Figure 1. Met2 routing (run 1).
Cells faint in the background.
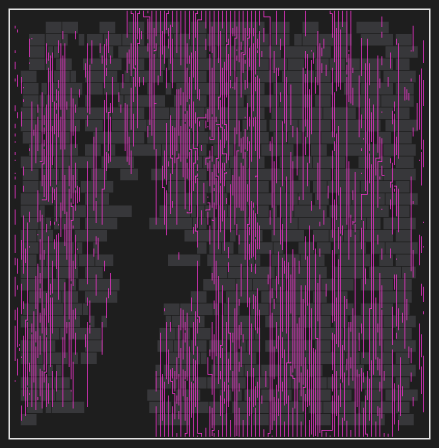
Figure 2. Sequential cells grouped by signal name (run 1).
Other sequential cells in the stronger gray, the rest of the logic in the fainter gray.
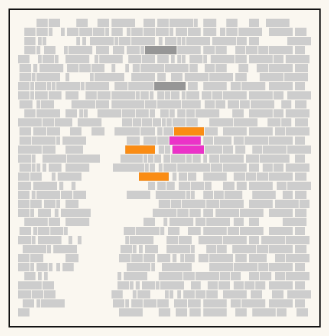
Figure 3. Cell outlines without signal wires (run 1).
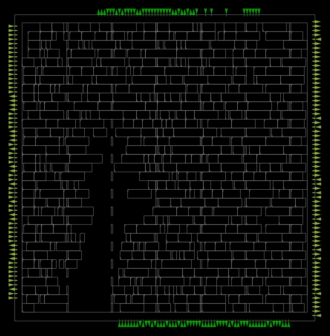
File: src/rtl/dmem_arbiter.sv
// Core / DMA arbiter for the shared single-port data memory.
// Round-robin grants, bounded DMA burst lock, tagged one-cycle read return.
module dmem_arbiter #(
    parameter int ADDR_W    = 9,
    parameter int DATA_W    = 32,
    parameter int MAX_BURST = 4
) (
    input  logic              clk,
    input  logic              rst,
    input  logic              CoreReq,
    input  logic              CoreWrite,
    input  logic [ADDR_W-1:0] CoreAddress,
    input  logic [DATA_W-1:0] CoreWriteData,
    output logic              CoreGnt,
    output logic              CoreRValid,
    output logic [DATA_W-1:0] CoreReadData,
    input  logic              DmaReq,
    input  logic              DmaWrite,
    input  logic              DmaLock,
    input  logic [ADDR_W-1:0] DmaAddress,
    input  logic [DATA_W-1:0] DmaWriteData,
    output logic              DmaGnt,
    output logic              DmaRValid,
    output logic [DATA_W-1:0] DmaReadData,
    output logic              WriteEnable,
    output logic              ReadEnable,
    output logic [ADDR_W-1:0] Address,
    output logic [DATA_W-1:0] WriteData,
    input  logic [DATA_W-1:0] ReadData
);

    localparam int CNT_W = $clog2(MAX_BURST + 1);
    localparam logic [CNT_W-1:0] CNT_MAX = CNT_W'(MAX_BURST);
    localparam logic [CNT_W-1:0] CNT_ONE = CNT_W'(1);

    typedef enum logic {ROBIN, BURST} state_t;

    state_t            state_q, state_d;
    logic              last_q, last_d;
    logic [CNT_W-1:0]  cnt_q, cnt_d;
    logic [1:0]        tag_q, tag_d;
    logic              core_gnt, dma_gnt;
    logic              burst_hold;

    always_ff @(posedge clk or negedge rst) begin
        if (!rst) begin
            state_q <= ROBIN;
            last_q  <= 1'b1;
            cnt_q   <= '0;
            tag_q   <= '0;
        end else begin
            state_q <= state_d;
            last_q  <= last_d;
            cnt_q   <= cnt_d;
            tag_q   <= tag_d;
        end
    end

    always_comb begin
        state_d    = state_q;
        last_d     = last_q;
        cnt_d      = cnt_q;
        core_gnt   = 1'b0;
        dma_gnt    = 1'b0;
        burst_hold = (state_q == BURST) && DmaReq && DmaLock;
        if (!rst) begin
            state_d = ROBIN;
            cnt_d   = '0;
        end else if (burst_hold && CoreReq && (cnt_q >= CNT_MAX)) begin
            core_gnt = 1'b1;
            state_d  = ROBIN;
            cnt_d    = '0;
        end else if (burst_hold) begin
            // only cycles where the core is kept waiting use up the burst
            dma_gnt = 1'b1;
            if (CoreReq && (cnt_q < CNT_MAX))
                cnt_d = cnt_q + CNT_ONE;
        end else begin
            state_d = ROBIN;
            cnt_d   = '0;
            if (CoreReq && (!DmaReq || last_q)) begin
                core_gnt = 1'b1;
            end else if (DmaReq) begin
                dma_gnt = 1'b1;
                if (DmaLock) begin
                    state_d = BURST;
                    cnt_d   = CNT_ONE;
                end
            end
        end
        if (core_gnt)
            last_d = 1'b0;
        else if (dma_gnt)
            last_d = 1'b1;
    end

    always_comb begin
        WriteEnable = 1'b0;
        ReadEnable  = 1'b0;
        Address     = '0;
        WriteData   = '0;
        if (core_gnt) begin
            WriteEnable = CoreWrite;
            ReadEnable  = ~CoreWrite;
            Address     = CoreAddress;
            WriteData   = CoreWriteData;
        end else if (dma_gnt) begin
            WriteEnable = DmaWrite;
            ReadEnable  = ~DmaWrite;
            Address     = DmaAddress;
            WriteData   = DmaWriteData;
        end
    end

    assign tag_d = {dma_gnt & ~DmaWrite, core_gnt & ~CoreWrite};

    assign CoreGnt      = core_gnt;
    assign DmaGnt       = dma_gnt;
    assign CoreRValid   = tag_q[0];
    assign DmaRValid    = tag_q[1];
    assign CoreReadData = tag_q[0] ? ReadData : '0;
    assign DmaReadData  = tag_q[1] ? ReadData : '0;

endmodule

File: config.mk
export PLATFORM = sky130hd
export DESIGN_NAME = dmem_arbiter
export DESIGN_NICKNAME = d
export VERILOG_FILES = /design/src/rtl/dmem_arbiter.sv
export SDC_FILE = /design/constraint.sdc
export NUM_CORES = 1
export LEC_CHECK = 0
export CAP_MARGIN = 20
export CORE_AREA = 2 2 91 93
export CTS_BUF_LIST = sky130_fd_sc_hd__clkbuf_2
export DETAILED_ROUTE_END_ITERATION = 12
export DIE_AREA = 0 0 93 95
export MAX_ROUTING_LAYER = met4
export PLACE_DENSITY = 0.73
export SLEW_MARGIN = 10
export SYNTH_ARGS = -nofsm -noshare
export SYNTH_HDL_FRONTEND = slang
export SYNTH_SLANG_ARGS = --single-unit
File: constraint.sdc
create_clock -name clk -period 1.45 [get_ports clk]
set_input_delay 0.29 -clock clk [delete_from_list [all_inputs] [get_ports clk]]
set_output_delay 0.29 -clock clk [all_outputs]
set_load 0.05 [all_outputs]
==> summary.txt, run 1 <==
run results: Placement Setup Slack=-0.766 ns, NetSw=0.00129 W, logic gate share of total power=86.4%, Max-area cell class=non-clock buffers, DR WL met2=6.22 mm, worst r2r src=cnt_q[2], most frequent logic cell in the layout=clkdlybuf4s50_1, flop share of the area=2.92%, Comb area=2000 µm², Die X=93 µm, Final clock-cell share=0.324%, Clk power=0.000151 W, placed insts=601, yosys stat chip area=1500 µm², I/O Pins=232, Mux area share=0%, Critical Path Stages=6, initial antenna violation count=3, crit-path max FO=6, status=finished with violations, Slew @ Worst Pin=0.250 ns, hold slack final=0.0182 ns, worst min-delay path class=in -> async, Comb/total area=32.3%, Top logic family=simple AND/OR/NAND/NOR gates, cycle use final=143%, Placement Cell Area=5450 µm², CTS buffer count=3, origin of the worst setup path=cnt_q[2], area grow syn2layout=312%, PortBufs=231, WP data required=1.16 ns, total gr overflow=0, htree depth=1, violated checks=setup timing, ranking of synthesized cells by area=and2_1 27%, nand2_1 21%, o22ai_1 18%, dfrtp_1 10%, clkbuf_1 3.5%, Final Max Tran Viols=0, mapped cell area=1500 µm², non-clk buf share=61.9%, Power Density=444 nW/µm², ys flops=7, xor/xnor share=0.584%, Reg with most FFs=cnt_q, overall power=0.00274 W, f_max=0.481 GHz, largest net degree at the start of global routing=54, routed wl met3=870 µm, minimum clock period=2.08 ns, met2 Use GR=45.7%, post-synthesis net count=376, hold_buf cts=0, Nets=640, Clock Path Buffers=2, Core Area=7930 µm², mean routed wirelength per cell=18.2 µm, CP endpoint=WriteData[19], drt pass-1 iters=4, Setup crit end kind=output port, CP Cell Sequence=and3_4 > o31ai_4 > buf_6 > clkbuf_16 > o22ai_4 > buf_6, Initial Util=18.9%, R2R setup slack=-0.07 ns, final WL=11.4 mm, Global Route Usage Sum=24.7%, CTS resizes=106, final hold violation count=0, met1 Resource Use GR=25.9%, yosys simple share=53.3%, Top power group=combinational cells, Iter 0 DRT Violations=128, Die ar.=8840 µm², layout cell share with drive strength beyond 1=56.1%, WP buf/inv=3, # setup viols final=112, clk sinks=7, Post-CTS Setup Bufs=8, synth unique cells=28, relative slew slack=83.2%, CTS tree=done, most common logic cells in the final layout=116 x clkdlybuf4s50_1, 85 x nand2_1, 81 x buf_12, 64 x and2_4, 56 x buf_6, mi-comb count=218, switch share=47.1%, Max-cap violations=0, cell family with most CP delay=buffers and inverters, Die Span Y=95 µm, clock slew at reported path FFs=0.09 ns, Worst Slack Setup Final=-0.630 ns, DRT met1 WL=3.89 mm, Register Area=180 µm², Synth Flop Type=dfrtp_1
-- Figure 1 (at the start) --
longest straight run: 59.8 µm
main direction: vertical
wire length on this layer: 6220 µm
share of all routed wire: 55%

-- Figure 2 (at the start) --
[magenta] `tag_q` | flops: 2
[orange] `cnt_q` | flops: 3
not colored: 2

-- Figure 3 (at the start) --
post-route insts no fill: 625
Final Util: 77.9%
Fill cells: 467
tap cells: 105
# rows: 33

==> run 2: changes to the inputs <==
SLEW_MARGIN = 20   (was 10)
Figure 4. Met2 routing (run 2).
Cells faint in the background.
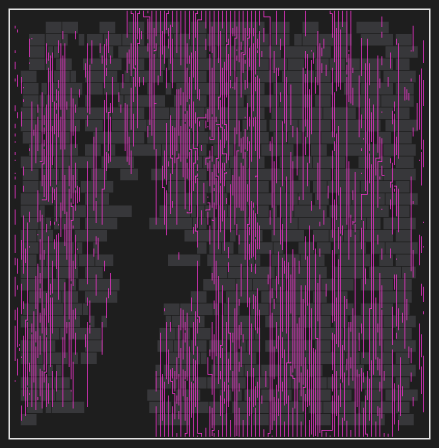
nets with wire on the layer: 592
share of all routed wire: 55%

==> run 2 against run 1 <==
Net effect: the flow still finishes with violations (setup timing); flip-flop count unchanged; clock skew unchanged; critical path depth is the same; first-iteration DRC count did not move; register-to-register slack about the same; count of clock-buffer cells in the layout unchanged; area after synthesis unchanged; power did not move; synthesized cell count did not move; combinational power about the same; critical path type unchanged; largest cell class unchanged; largest power group unchanged.
==> summary.txt, run 2 <==
run results: PortBufs=231, CTS tree=done, Top power group=combinational cells, Nets=640, Setup crit end kind=output port, f_max=0.481 GHz, mapped cell area=1500 µm², ys flops=7, I/O Pins=232, flop share of the area=2.92%, Iter 0 DRT Violations=128, NetSw=0.00129 W, Placement Cell Area=5450 µm², post-synthesis net count=376, hold slack final=0.0182 ns, Comb area=2000 µm², WP buf/inv=3, Clock Path Buffers=2, minimum clock period=2.08 ns, synth unique cells=28, worst r2r src=cnt_q[2], cell family with most CP delay=buffers and inverters, largest net degree at the start of global routing=54, CP endpoint=WriteData[19], Global Route Usage Sum=24.7%, Comb/total area=32.3%, Slew @ Worst Pin=0.250 ns, relative slew slack=83.2%, non-clk buf share=61.9%, post-route insts no fill=625, Final clock-cell share=0.324%, Register Area=180 µm², Worst Slack Setup Final=-0.630 ns, # setup viols final=112, Mux area share=0%, most frequent logic cell in the layout=clkdlybuf4s50_1, CP Cell Sequence=and3_4 > o31ai_4 > buf_6 > clkbuf_16 > o22ai_4 > buf_6, Power Density=444 nW/µm², Final Max Tran Viols=0, mi-comb count=218, # rows=33, mean routed wirelength per cell=18.2 µm, hold_buf cts=0, Top logic family=simple AND/OR/NAND/NOR gates, yosys stat chip area=1500 µm², final WL=11.4 mm, crit-path max FO=6, clk sinks=7, Fill cells=467, Die Span Y=95 µm, Max-cap violations=0, layout cell share with drive strength beyond 1=56.1%, tap cells=105, overall power=0.00274 W, status=finished with violations, cycle use final=143%, Placement Setup Slack=-0.766 ns, final hold violation count=0, routed wl met3=870 µm, met1 Resource Use GR=25.9%, WP data required=1.16 ns, Critical Path Stages=6, total gr overflow=0, drt pass-1 iters=4, DRT met1 WL=3.89 mm, Synth Flop Type=dfrtp_1, Max-area cell class=non-clock buffers, logic gate share of total power=86.4%, Die X=93 µm, yosys simple share=53.3%, violated checks=setup timing, Reg with most FFs=cnt_q, placed insts=601, xor/xnor share=0.584%, ranking of synthesized cells by area=and2_1 27%, nand2_1 21%, o22ai_1 18%, dfrtp_1 10%, clkbuf_1 3.5%, switch share=47.1%, most common logic cells in the final layout=116 x clkdlybuf4s50_1, 85 x nand2_1, 81 x buf_12, 64 x and2_4, 56 x buf_6, met2 Use GR=45.7%
Figure 5. Local utilization (run 2).
The die is cut into 9 by 10 equal tiles; white is low, dark blue is high, 0 to 100% covered.
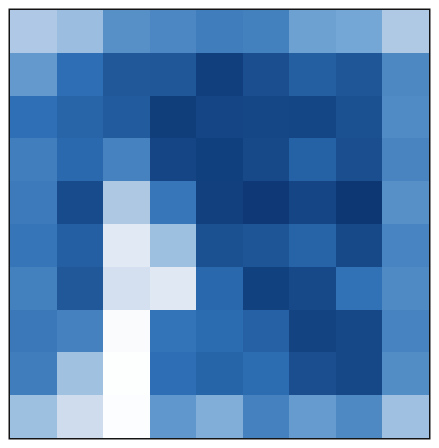
mean over tiles: 68%
tiles over 75% full: 46%
emptiest ninth of the die: lower left
nearly empty tiles: 2.2%
fullest tile: 97%
Initial Util: 18.9%
Core Area: 7930 µm²

Power figures rest on the tool's default switching activity, not on a simulated workload.
